## config.mk

```make
export PLATFORM = sky130hd
export DESIGN_NAME = pipe_stall_ctrl
export DESIGN_NICKNAME = d
export VERILOG_FILES = /design/src/rtl/pipe_stall_ctrl.sv
export SDC_FILE = /design/constraint.sdc
export NUM_CORES = 1
export LEC_CHECK = 0
export ABC_AREA = 0
export CORE_UTILIZATION = 35
export CTS_BUF_LIST = sky130_fd_sc_hd__clkbuf_16
export CTS_CLUSTER_SIZE = 30
export DETAILED_ROUTE_END_ITERATION = 6
export PLACE_DENSITY = 0.63
export SYNTH_ARGS = -nofsm -noshare
export SYNTH_HDL_FRONTEND = slang
export SYNTH_SLANG_ARGS = --single-unit
```

## constraint.sdc

```tcl
create_clock -name clk -period 3.86 [get_ports clk]
set_input_delay 0.386 -clock clk [delete_from_list [all_inputs] [get_ports clk]]
set_output_delay 0.386 -clock clk [all_outputs]
set_load 0.02 [all_outputs]
```

## src/rtl/pipe_stall_ctrl.sv

```systemverilog
// Hazard, flush, freeze and halt control for a 5-stage in-order pipe; stall outputs are same-cycle combinational.
// Optional build macro STALL_CNT_EN adds a saturating 16-bit stall-cycle counter.
module pipe_stall_ctrl (
  input  logic        clk,
  input  logic        rst_n,
  input  logic [3:0]  id_rs,
  input  logic [3:0]  id_rt,
  input  logic [3:0]  id_rd,
  input  logic        id_rs_used,
  input  logic        id_rt_used,
  input  logic        id_rd_used,
  input  logic        id_wr,
  input  logic        id_valid,
  input  logic        id_hlt,
  input  logic        br_taken,
  input  logic        mem_busy,
  output logic        pc_stall,
  output logic        if_id_stall,
  output logic        id_ex_bubble,
  output logic        if_id_flush,
  output logic        pipe_freeze,
  output logic        hazard,
  output logic        halted,
  output logic [15:0] stall_cycles
);

  typedef enum logic [1:0] {
    ST_RUN   = 2'd0,
    ST_DRAIN = 2'd1,
    ST_HALT  = 2'd2
  } state_t;

  state_t state_q;
  logic   halted_q;

  // Writer shadow: one {wr, rd} record per downstream stage.
  logic       ex_wr_q,  mem_wr_q,  wb_wr_q;
  logic [3:0] ex_rd_q,  mem_rd_q,  wb_rd_q;
  logic       ex_wr_d,  mem_wr_d,  wb_wr_d;
  logic [3:0] ex_rd_d,  mem_rd_d,  wb_rd_d;

  function automatic logic slot_hit(
    input logic       wr,
    input logic [3:0] rd,
    input logic [3:0] rs,
    input logic [3:0] rt,
    input logic [3:0] rdf,
    input logic       rs_u,
    input logic       rt_u,
    input logic       rd_u
  );
    return wr && (rd != 4'd0) &&
           ((rs_u && (rs == rd)) || (rt_u && (rt == rd)) || (rd_u && (rdf == rd)));
  endfunction

  assign hazard = id_valid &&
    (slot_hit(ex_wr_q,  ex_rd_q,  id_rs, id_rt, id_rd, id_rs_used, id_rt_used, id_rd_used) ||
     slot_hit(mem_wr_q, mem_rd_q, id_rs, id_rt, id_rd, id_rs_used, id_rt_used, id_rd_used) ||
     slot_hit(wb_wr_q,  wb_rd_q,  id_rs, id_rt, id_rd, id_rs_used, id_rt_used, id_rd_used));

  // Priority: memory freeze, then halt hold, then branch flush, then drain/hazard hold.
  always_comb begin
    pc_stall     = 1'b0;
    if_id_stall  = 1'b0;
    id_ex_bubble = 1'b0;
    if_id_flush  = 1'b0;
    pipe_freeze  = 1'b0;
    if (mem_busy) begin
      pipe_freeze = 1'b1;
      pc_stall    = 1'b1;
      if_id_stall = 1'b1;
    end else if (state_q == ST_HALT) begin
      pc_stall     = 1'b1;
      if_id_stall  = 1'b1;
      id_ex_bubble = 1'b1;
    end else if (br_taken) begin
      if_id_flush  = 1'b1;
      id_ex_bubble = 1'b1;
    end else if ((state_q == ST_DRAIN) || hazard) begin
      pc_stall     = 1'b1;
      if_id_stall  = 1'b1;
      id_ex_bubble = 1'b1;
    end
  end

  always_comb begin
    ex_wr_d  = ex_wr_q;
    ex_rd_d  = ex_rd_q;
    mem_wr_d = mem_wr_q;
    mem_rd_d = mem_rd_q;
    wb_wr_d  = wb_wr_q;
    wb_rd_d  = wb_rd_q;
    if (!mem_busy) begin
      ex_wr_d  = !id_ex_bubble && id_wr && id_valid;
      ex_rd_d  = id_ex_bubble ? 4'd0 : id_rd;
      mem_wr_d = ex_wr_q;
      mem_rd_d = ex_rd_q;
      wb_wr_d  = mem_wr_q;
      wb_rd_d  = mem_rd_q;
    end
  end

  always_ff @(posedge clk) begin
    if (!rst_n) begin
      ex_wr_q  <= 1'b0;
      ex_rd_q  <= 4'd0;
      mem_wr_q <= 1'b0;
      mem_rd_q <= 4'd0;
      wb_wr_q  <= 1'b0;
      wb_rd_q  <= 4'd0;
    end else begin
      ex_wr_q  <= ex_wr_d;
      ex_rd_q  <= ex_rd_d;
      mem_wr_q <= mem_wr_d;
      mem_rd_q <= mem_rd_d;
      wb_wr_q  <= wb_wr_d;
      wb_rd_q  <= wb_rd_d;
    end
  end

  // Drain completes once no writer remains after this cycle's shift (EX refills with a bubble).
  always_ff @(posedge clk) begin
    if (!rst_n) begin
      state_q  <= ST_RUN;
      halted_q <= 1'b0;
    end else if (!mem_busy) begin
      case (state_q)
        ST_RUN: begin
          if (id_hlt && id_valid && !hazard && !br_taken)
            state_q <= ST_DRAIN;
        end
        ST_DRAIN: begin
          if (br_taken) begin
            state_q <= ST_RUN;
          end else if (!ex_wr_q && !mem_wr_q) begin
            state_q  <= ST_HALT;
            halted_q <= 1'b1;
          end
        end
        default: begin
          state_q <= state_q;
        end
      endcase
    end
  end

  assign halted = halted_q;

`ifdef STALL_CNT_EN
  logic [15:0] stall_cnt_q;
  logic [15:0] stall_cnt_d;

  always_comb begin
    stall_cnt_d = stall_cnt_q;
    if (pc_stall && (state_q != ST_HALT) && (stall_cnt_q != 16'hFFFF))
      stall_cnt_d = stall_cnt_q + 16'd1;
  end

  always_ff @(posedge clk) begin
    if (!rst_n) stall_cnt_q <= 16'h0000;
    else        stall_cnt_q <= stall_cnt_d;
  end

  assign stall_cycles = stall_cnt_q;
`else
  assign stall_cycles = 16'h0000;
`endif

endmodule
```

floorplan.png
The bar under the picture is 20 um long. Pins as bars on the die edge.
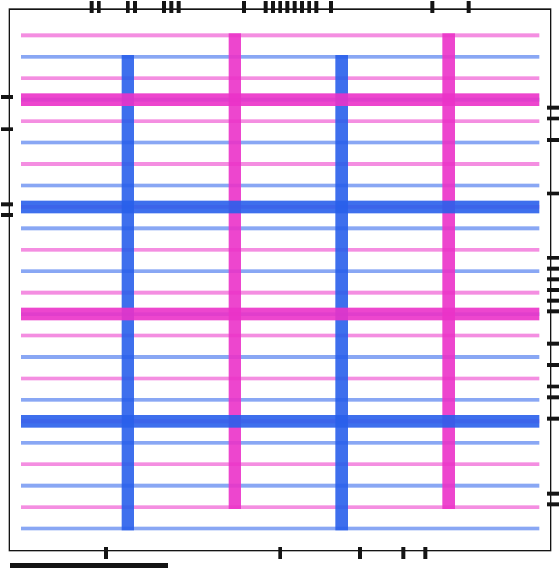
Key: VDD = magenta; VSS = blue
4 straps on met4. The core has 23 rows. 45 signal pins sit on the boundary. 4 straps on met5. 24 met1 rails follow the rows.
die width: 68.5 um
CORE AREA: 0.00412 mm^2
die y size: 68.5 um

class_map.png
The bar under the picture is 20 um long.
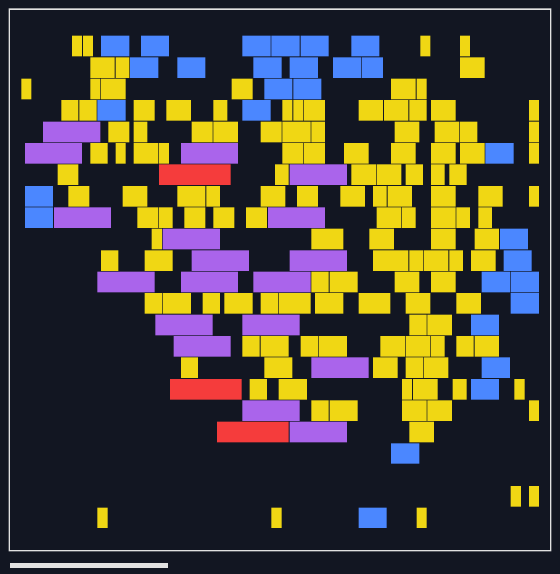
Key: remaining logic cells = yellow [cells 136, share of their area 57%]; remaining buffers and delay cells = blue [cells 29, share of their area 17%]; sequential cells = purple [cells 18, share of their area 21%]; clock-net drivers = red [cells 3, share of their area 4.4%]
fin area: 0.00175 mm^2
Final Util: 42.6%

==> power by group through the flow <==
| stage | Combinational, mW | Sequential [mW] | Clock [mW] |
|---|---|---|---|
| final | 0.109 | 0.203 | 0.198 |
| after CTS | 0.109 | 0.203 | 0.206 |
| after floorplan | 0.0944 | 0.197 | 0 |
| after global routing | 0.119 | 0.204 | 0.215 |
| after detailed placement | 0.109 | 0.207 | 0 |
| after global placement | 0.109 | 0.207 | 0 |
==> through the flow <==
step                util, %  power, mW  cells  setup slack [ns]
floorplan                 -      0.291    190              1.57
global route           42.6      0.539    236             0.545
finish                 42.6      0.511    236             0.688
detailed placement     40.8      0.316    233             0.803
CTS                    42.6      0.519    236             0.673
global placement       40.8      0.316    233             0.829
==> area by class of cell <==
type | count | area [um^2]
Sequential cell | 18 | 360
Fill cell | 433 | 2360
Inverter | 1 | 3.75
Multi-Input combinational cell | 135 | 965
Tap cell | 50 | 62.6
Timing Repair Buffer | 29 | 288
Clock buffer | 3 | 75.1
==> sequential cells by signal (all words and copies together) (netlist names) <==
name      flops
halted        1
ex_wr_q       1
ex_rd_q       4
state_q       2
wb_wr_q       1
wb_rd_q       4
mem_rd_q      4
mem_wr_q      1
==> worst paths after layout <==
check,slack [ns],end,cells past startpoint,from
worst min-delay path,0.47,halted,1,halted
worst max-delay path,0.69,if_id_stall,7,mem_rd_q[0]
worst min register to register,0.47,halted,1,halted
worst max register to register,1.82,ex_wr_q,6,mem_rd_q[0]
==> cells by family (layout without fill, tap and decap cells) <==
| family | Yosys count | in the layout | synth area share, % |
|---|---|---|---|
| other | 1 | 16 | 0.242 |
| DFF | 18 | 18 | 23.3 |
| xor gates and xnor gates | 36 | 36 | 20.4 |
| and+or+nand+nor | 51 | 51 | 19.6 |
| buffers and inverters | 37 | 33 | 18.0 |
| AOI/OAI and AO/OA | 22 | 22 | 12.0 |
| muxes | 10 | 10 | 6.47 |
==> critical path, delay by kind of cell (launching register included) <==
family | cells | cell delay [ns]
compound gates | 2 | 0.87
flops | 1 | 0.40
buf+inv | 1 | 0.54
simple gates | 4 | 0.73
==> cell usage in the layout, fill, tap and decap left out <==
master / netlist / routed
a211o_1: 1 / 1
a31o_2: 1 / 1
a41oi_1: 2 / 2
and2_2: 1 / 1
buf_4: 20 / 1
clkbuf_16: 0 / 3
clkdlybuf4s50_1: 0 / 28
conb_1: 1 / 16
dfxtp_1: 18 / 18
inv_1: 1 / 1
mux2i_1: 10 / 10
nand2_1: 3 / 3
nand3_1: 10 / 10
nand3b_1: 4 / 4
nand4_2: 1 / 1
nand4b_1: 2 / 2
nor2_1: 4 / 4
nor2b_1: 12 / 12
nor3_1: 4 / 4
nor4_1: 8 / 8
o21a_1: 3 / 3
o21ai_0: 2 / 2
o311ai_0: 1 / 1
o31a_1: 2 / 2
o31a_2: 2 / 2
o31ai_1: 5 / 5
o41a_1: 3 / 3
or3_2: 1 / 1
or4_1: 1 / 1
xnor2_1: 9 / 9
xor2_1: 27 / 27
==> layer usage <==
| layer | track usage [%] | wire [um] |
|---|---|---|
| met5 | 0 | 0 |
| met4 | 9.11 | 59 |
| met3 | 1.64 | 122 |
| met2 | 23.2 | 1540 |
| met1 | 19.7 | 1590 |
==> impl_metrics.yaml <==
# physical design summary
synth:
  top_cells_by_area: "dfxtp_1, xor2_1, buf_4"
  synth_cell_types: 33
  syn_inst: 175
  top_area_share_pct: 23.3
  flop_cell: "dfxtp_1"
  top_area_cell: "dfxtp_1"
  async_flop_share_pct: 0
clock_network:
  cts-root-buf: "clkbuf_16"
  insertion_delay_ns: 0.24
  cts.reportedPaths.clkPinSlew_ns: 0.05
  cts_resized: 0
  cts_buffers: 3
  cts_tree: "built"
  ctsHoldBuffers: 0
grt:
  global_route.usage.total_pct: 14.9
  grt.overflow.total: 0
  grt_first_pass_wirelength_mm: 5.02
setup_path:
  critPathLaunchType: "register"
  worstPathArrival_ns: 2.79
  worstSetupEndpointType: "output port"
  worst-path-max-fanout: 9
timing:
  timing.fmax_ghz: 0.315
  finalClockSkew_ns: 0.00150
  finalCriticalPeriod_ns: 3.17
  worstMarginPinSlew_ns: 0.734
  slew_violations: 0
  hold_ws_ns: 0.472
hold_path:
  hold_class: "register to register"
pwr:
  p_comb_share_pct: 21.3
  power_leakage_nw: 0.699
  power.share.sequential_pct: 39.8
  ir_worst_vdd_mv: 0.185
  internal-power_mw: 0.379
  p_per_area_mw_per_mm2: 291
  p_switching_mw: 0.131
placement:
  dp_hpwl_mm: 2.46
drt:
  drtPass1Iterations: 5
  ant_nets: 0
  drcViolationCount: 0
  wl_per_cell_um: 14.1
  wirelength_mm: 3.32
  drt-vias-per-instance: 4.96
run_status:
  outcome: "finished clean"
cells_and_area:
  drive_above_1_share_pct: 5.38
  diodes: 0
job:
  cap_violations: 0
  warnings: 26
Power figures rest on the tool's default switching activity, not on a simulated workload.
